==> config.mk <==
export PLATFORM = sky130hd
export DESIGN_NAME = gauss_line_feeder
export DESIGN_NICKNAME = d
export VERILOG_FILES = /design/src/rtl/gauss_line_feeder.sv
export SDC_FILE = /design/constraint.sdc
export NUM_CORES = 1
export LEC_CHECK = 0
export ABC_AREA = 1
export ABC_CLOCK_PERIOD_IN_PS = 3900
export CORE_MARGIN = 5
export CORE_UTILIZATION = 50
export CTS_BUF_LIST = sky130_fd_sc_hd__clkbuf_8
export DETAILED_ROUTE_END_ITERATION = 10
export PLACE_DENSITY = 0.81
export RECOVER_POWER = 50
export SETUP_SLACK_MARGIN = 0.5
export SYNTH_ARGS = -nofsm -noshare
export SYNTH_HDL_FRONTEND = slang
export SYNTH_SLANG_ARGS = --single-unit
==> constraint.sdc <==
create_clock -name clk -period 3.9 [get_ports clk]
set_input_delay 1.17 -clock clk [delete_from_list [all_inputs] [get_ports clk]]
set_output_delay 1.17 -clock clk [all_outputs]
set_load 0.01 [all_outputs]
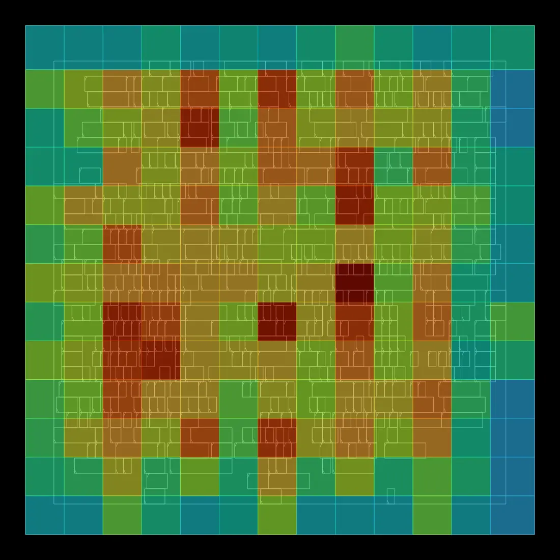
(run_1/congestion_map.png)
total routing resource utilization after global routing: 0.196
layer with the highest usage after global routing: met2
wire length per cell after detailed routing: 12.9 um

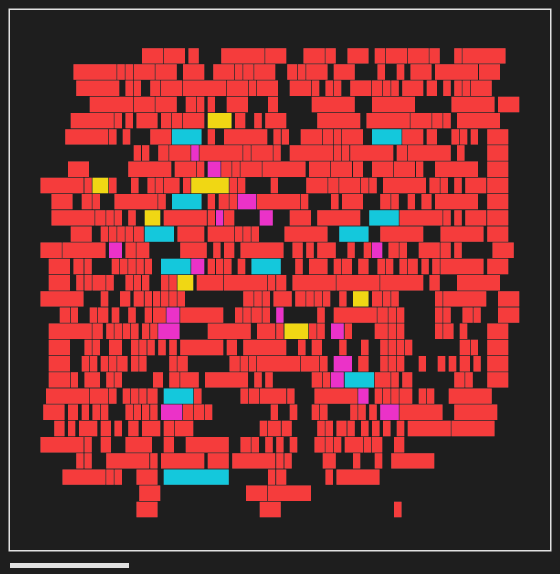
(run_1/sizing.png)
Bar = 20 um.
Key: x6 and larger = cyan [cells 11, most used clkbuf_8]; x3 and x4 = yellow [cells 7, most used clkinvlp_4]; x2 = magenta [cells 17]; x1 and smaller = red [cells 511, most used nand2_1]
Area Overhead vs Synth: 30.2%
number of non-clock buffers in the layout: 83

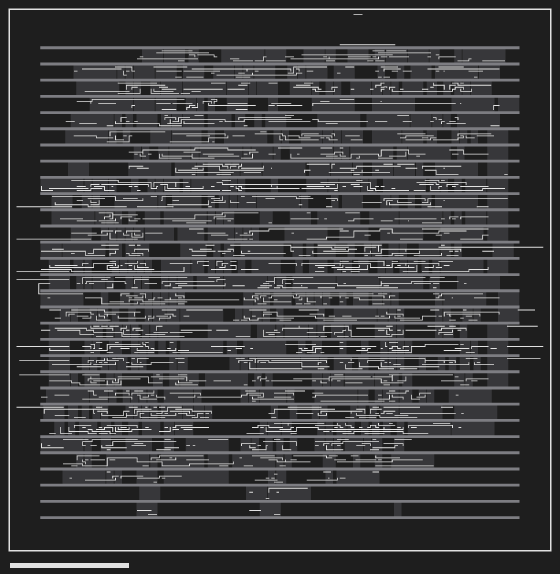
(run_1/m1.png)
Bar = 20 um. Supply wires on this layer in grey.
The layer holds 44% of the routed length. The wires run mostly horizontal.
met1 demand-to-capacity share in global routing: 0.242
total via count in the routed design: 3,124
total wirelength of the detailed-routed design: 8.03 mm

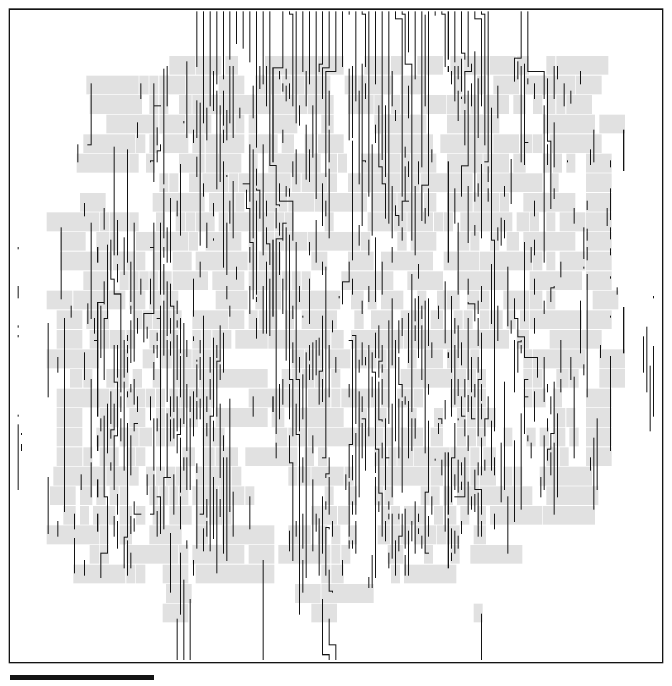
(run_1/m2.png)
Bar = 20 um.
The wires run mostly vertical. The layer holds 50% of the routed length.
Global Route met2 Usage: 0.338

==> Table 3: Implementation characteristics, run 1 <==
Characteristics after synthesis and place and route

Parameter                              Value

Pwr
  Power density relative to cell area    about 350 nW/um^2
  VDD IR max    roughly 0.20 mV

Placed design
  Post-Place Worst Slack    429 ps

Synth
  Number of nets in the synthesized netlist    502
  Yosys top cell by instances    sky130_fd_sc_hd__nand2_1
  Cell type with the largest total area    sky130_fd_sc_hd__dfxtp_1
  XOR Share, Synth    0.0296
  Post-synthesis cell count from yosys    468
  Yosys warning tally    0
  Largest cells by area    sky130_fd_sc_hd__dfxtp_1, sky130_fd_sc_hd__nand2_1, sky130_fd_sc_hd__nor2_1
  Yosys synthesis chip area    between 3000 and 4000 sq um
  Ranking of synthesized cells by instance count    sky130_fd_sc_hd__nand2_1, sky130_fd_sc_hd__nor2_1, sky130_fd_sc_hd__dfxtp_1, sky130_fd_sc_hd__a21oi_1, sky130_fd_sc_hd__o21ai_0
  Fraction of the mapped netlist area in compound gates    0.107

Drt
  Drt pass-1 iters    4
  Detailed Route Iter0 Violations    around 130

Final layout
  Final design utilization    0.667
  Total of fill cells in the finished design    between 500 and 600
  Number of sequential storage elements    between 60 and 70
  Dominant logic cell types in the final layout    sky130_fd_sc_hd__nand2_1, sky130_fd_sc_hd__nor2_1, sky130_fd_sc_hd__dfxtp_1
  Biggest area consumer among cell classes    logic gates
  Proportion of layout cells with a drive suffix above 1    0.0641
  Logic share of the area    0.387
  Multi-input comb cells    352

Timing
  Highest attainable clock frequency    between 300 and 400 MHz
  Final setup skew    between 8 and 9 ps
  Pin slew with the least headroom to its limit    between 700 and 800 ps
  Minimum clock period after layout    3170 ps
  Total Negative Setup Slacks    0 ps

Die
  Total die size    around 8200 sq um
  Floorplan core density    0.512
  Site row count    29
  Height of the chip    90.7 um
  Well Taps    77

Run status
  Outcome    finished clean

CTS
  Clk ins delay skew pair    between 300 and 400 ps
  Number of resized instances in the post-cts repair step    0
  Post-CTS setup buffers    0
  CTS Hold Bufs    0
  Clock tree from TritonCTS    yes
  Clock transition at the register clock pins on the worst setup and hold paths after CTS    roughly 70 ps

Setup path
  Critical setup path kind    primary input to flop
  Critical Path Slowest Stage Cell    sky130_fd_sc_hd__clkbuf_1
  Crit start category    primary input
  Signal arrival time at the worst endpoint    around 3400 ps
  Reg2Reg Setup Slack    1460 ps

Global routing
  Vias in the first global route    between 2,000 and 3,000
  Number of antenna violations at the first check in global routing    0
  Grt total ovfl    0

Job
  Tool warnings    30
  Max-cap violations    0
## run 1: power breakdown
group | total, W | switching (W) | internal, W
combinational | 0.000151 | 0.0000817 | 0.0000690
sequential | 0.000731 | 0.00000960 | 0.000722
clock | 0.000582 | 0.000272 | 0.000310
## run 1: layer usage
layer  track usage  share of wire
met1         0.242           0.44
met2         0.338           0.50
met3        0.0325          0.043
met5             0              0
met4        0.0757          0.019
## run 1: through the flow
step,hold slack (ps),total power (W)
2_1_floorplan,470,0.000836
3_3_place_gp,452,0.000901
3_5_place_dp,452,0.000905
4_1_cts,462,0.00148
5_1_grt,481,0.00152
6_report,459,0.00146
## run 1: worst max-delay path, delay by kind of cell
family,cells,cell delay [ps]
buffers and inverters,5,1750
and+or+nand+nor,2,370
AOI/OAI and AO/OA,1,80
--- run 2 (diff from run 1) ---
--- a/config.mk
+++ b/config.mk
@@ -6,7 +6,7 @@
 export NUM_CORES = 1
 export LEC_CHECK = 0
 export ABC_AREA = 1
-export ABC_CLOCK_PERIOD_IN_PS = 3900
+export ABC_CLOCK_PERIOD_IN_PS = 2940
 export CORE_MARGIN = 5
 export CORE_UTILIZATION = 50
 export CTS_BUF_LIST = sky130_fd_sc_hd__clkbuf_8
==> constraint.sdc (replaced) <==
create_clock -name clk -period 2.94 [get_ports clk]
set_input_delay 0.882 -clock clk [delete_from_list [all_inputs] [get_ports clk]]
set_output_delay 0.882 -clock clk [all_outputs]
set_load 0.01 [all_outputs]
==> Table 3: Implementation characteristics, run 2 <==
Characteristics after synthesis and place and route

Parameter                              Value

Final layout
  Multi-input comb cells    approximately 350
  Proportion of layout cells with a drive suffix above 1    0.0656
  Dominant logic cell types in the final layout    sky130_fd_sc_hd__nand2_1, sky130_fd_sc_hd__nor2_1, sky130_fd_sc_hd__dfxtp_1
  Area Overhead vs Synth    30.6%
  Total of fill cells in the finished design    539
  Number of sequential storage elements    roughly 69
  Logic share of the area    0.384
  Number of non-clock buffers in the layout    86

Timing
  Highest attainable clock frequency    roughly 400 MHz
  Total Negative Setup Slacks    0 ps
  Worst hold slack    between 400 and 500 ps
  Pin slew with the least headroom to its limit    between 800 and 900 ps
  Minimum clock period after layout    about 2500 ps
  Final setup skew    around 7.4 ps

Pwr
  Power density relative to cell area    457 nW/um^2
  VDD IR max    0.344 mV

Die
  Site row count    29
  Total die size    ~8000 sq um
  Well Taps    77
  Height of the chip    roughly 91 um
  Floorplan core density    0.512

Global routing
  Grt total ovfl    0
  Vias in the first global route    around 3,000
  Number of antenna violations at the first check in global routing    0

Job
  Tool warnings    29
  Max-cap violations    0

Setup path
  Crit start category    primary input
  Signal arrival time at the worst endpoint    between 2000 and 3000 ps
  Reg2Reg Setup Slack    approximately 880 ps
  Critical setup path kind    primary input to flop

Synth
  Number of nets in the synthesized netlist    502
  XOR Share, Synth    0.0296
  Fraction of the mapped netlist area in compound gates    0.107
  Largest cells by area    sky130_fd_sc_hd__dfxtp_1, sky130_fd_sc_hd__nand2_1, sky130_fd_sc_hd__nor2_1
  Post-synthesis cell count from yosys    between 400 and 500
  Yosys top cell by instances    sky130_fd_sc_hd__nand2_1
  Ranking of synthesized cells by instance count    sky130_fd_sc_hd__nand2_1, sky130_fd_sc_hd__nor2_1, sky130_fd_sc_hd__dfxtp_1, sky130_fd_sc_hd__a21oi_1, sky130_fd_sc_hd__o21ai_0
  Cell type with the largest total area    sky130_fd_sc_hd__dfxtp_1

Drt
  Routed length on met2    approximately 4.1 mm
  Detailed Route Iter0 Violations    190
  DR WL met3    between 300 and 400 um
  Drt pass-1 iters    4

CTS
  Post-CTS setup buffers    0
  CTS Hold Bufs    0
  Number of resized instances in the post-cts repair step    0
  Clock transition at the register clock pins on the worst setup and hold paths after CTS    70 ps

Run status
  Outcome    finished clean

Placed design
  Post-Place Worst Slack    approximately 380 ps
-- run 2: cell counts after synthesis --
Identical to the previous run, type by type.
-- run 2: critical path: stages --
cell                            delay, ps
sky130_fd_sc_hd__dlygate4sd3_1        640
sky130_fd_sc_hd__nor2_1               120
sky130_fd_sc_hd__nand3_4               80
sky130_fd_sc_hd__clkbuf_1             680
sky130_fd_sc_hd__o21ai_0              230
sky130_fd_sc_hd__nor2_1               130
-- run 2: layer usage --
layer,global-route usage,up-vias
met1,0.236,1424
met5,0,-
met2,0.347,79
met4,0.0769,0
met3,0.0442,14
li1,-,1640
-- run 2: where the power goes --
group,total [W],leakage [nW],switching [W],internal (W)
Sequential,0.000971,0.558,0.0000132,0.000957
Combinational,0.000206,0.888,0.000110,0.0000964
Clock,0.000767,0.0943,0.000355,0.000411
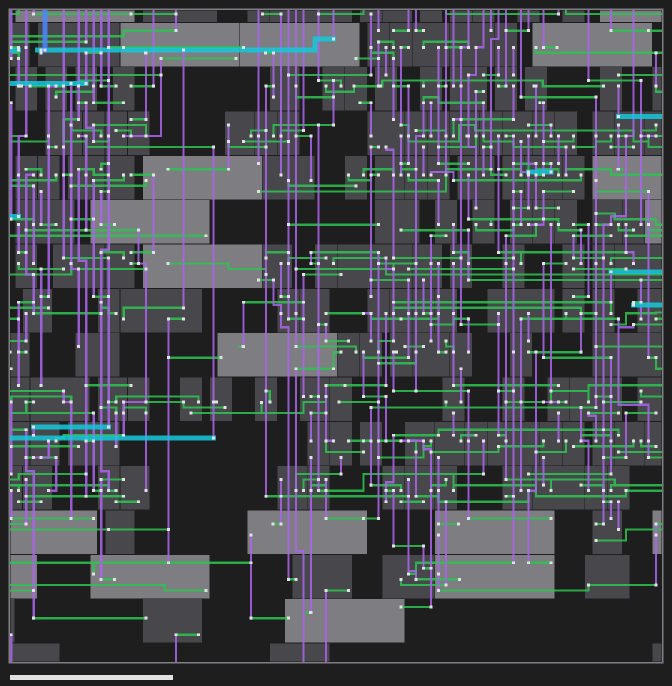
(run_2/closeup.png)
Bar = 10 um. Region (25, 7) to (65, 47) um. Cells in grey, sequential cells in the stronger grey; small squares are vias.
Key: M3 = cyan; M2 = purple; M1 = green; M4 = blue
155 logic cells have their middle in the window. Most frequent: nand2_1 (54), nor2_1 (21), a21oi_1 (16). Sequential cells in the window: 14.

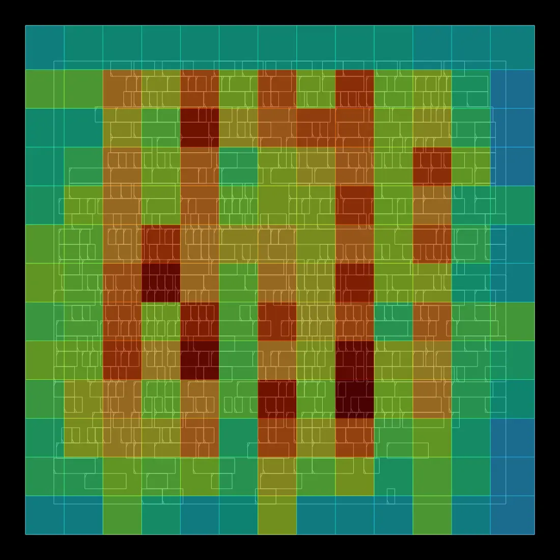
(run_2/congestion_map.png)
met1 demand-to-capacity share in global routing: 0.236
final design utilization: 0.669
total routing resource utilization after global routing: 0.199
GR Util met3: 0.0442
wire length per cell after detailed routing: 12.9 um

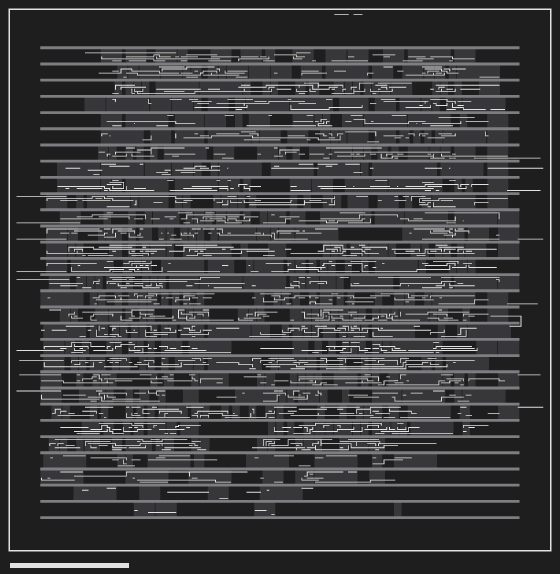
(run_2/m1.png)
Bar = 20 um. Supply wires on this layer in grey.
523 nets have wire on it. The wires run mostly horizontal. The longest straight run is 26.7 um.
total wirelength of the detailed-routed design: 8.05 mm
total via count in the routed design: 3,157

No activity file was given, so power comes from the tool's default toggle rates.
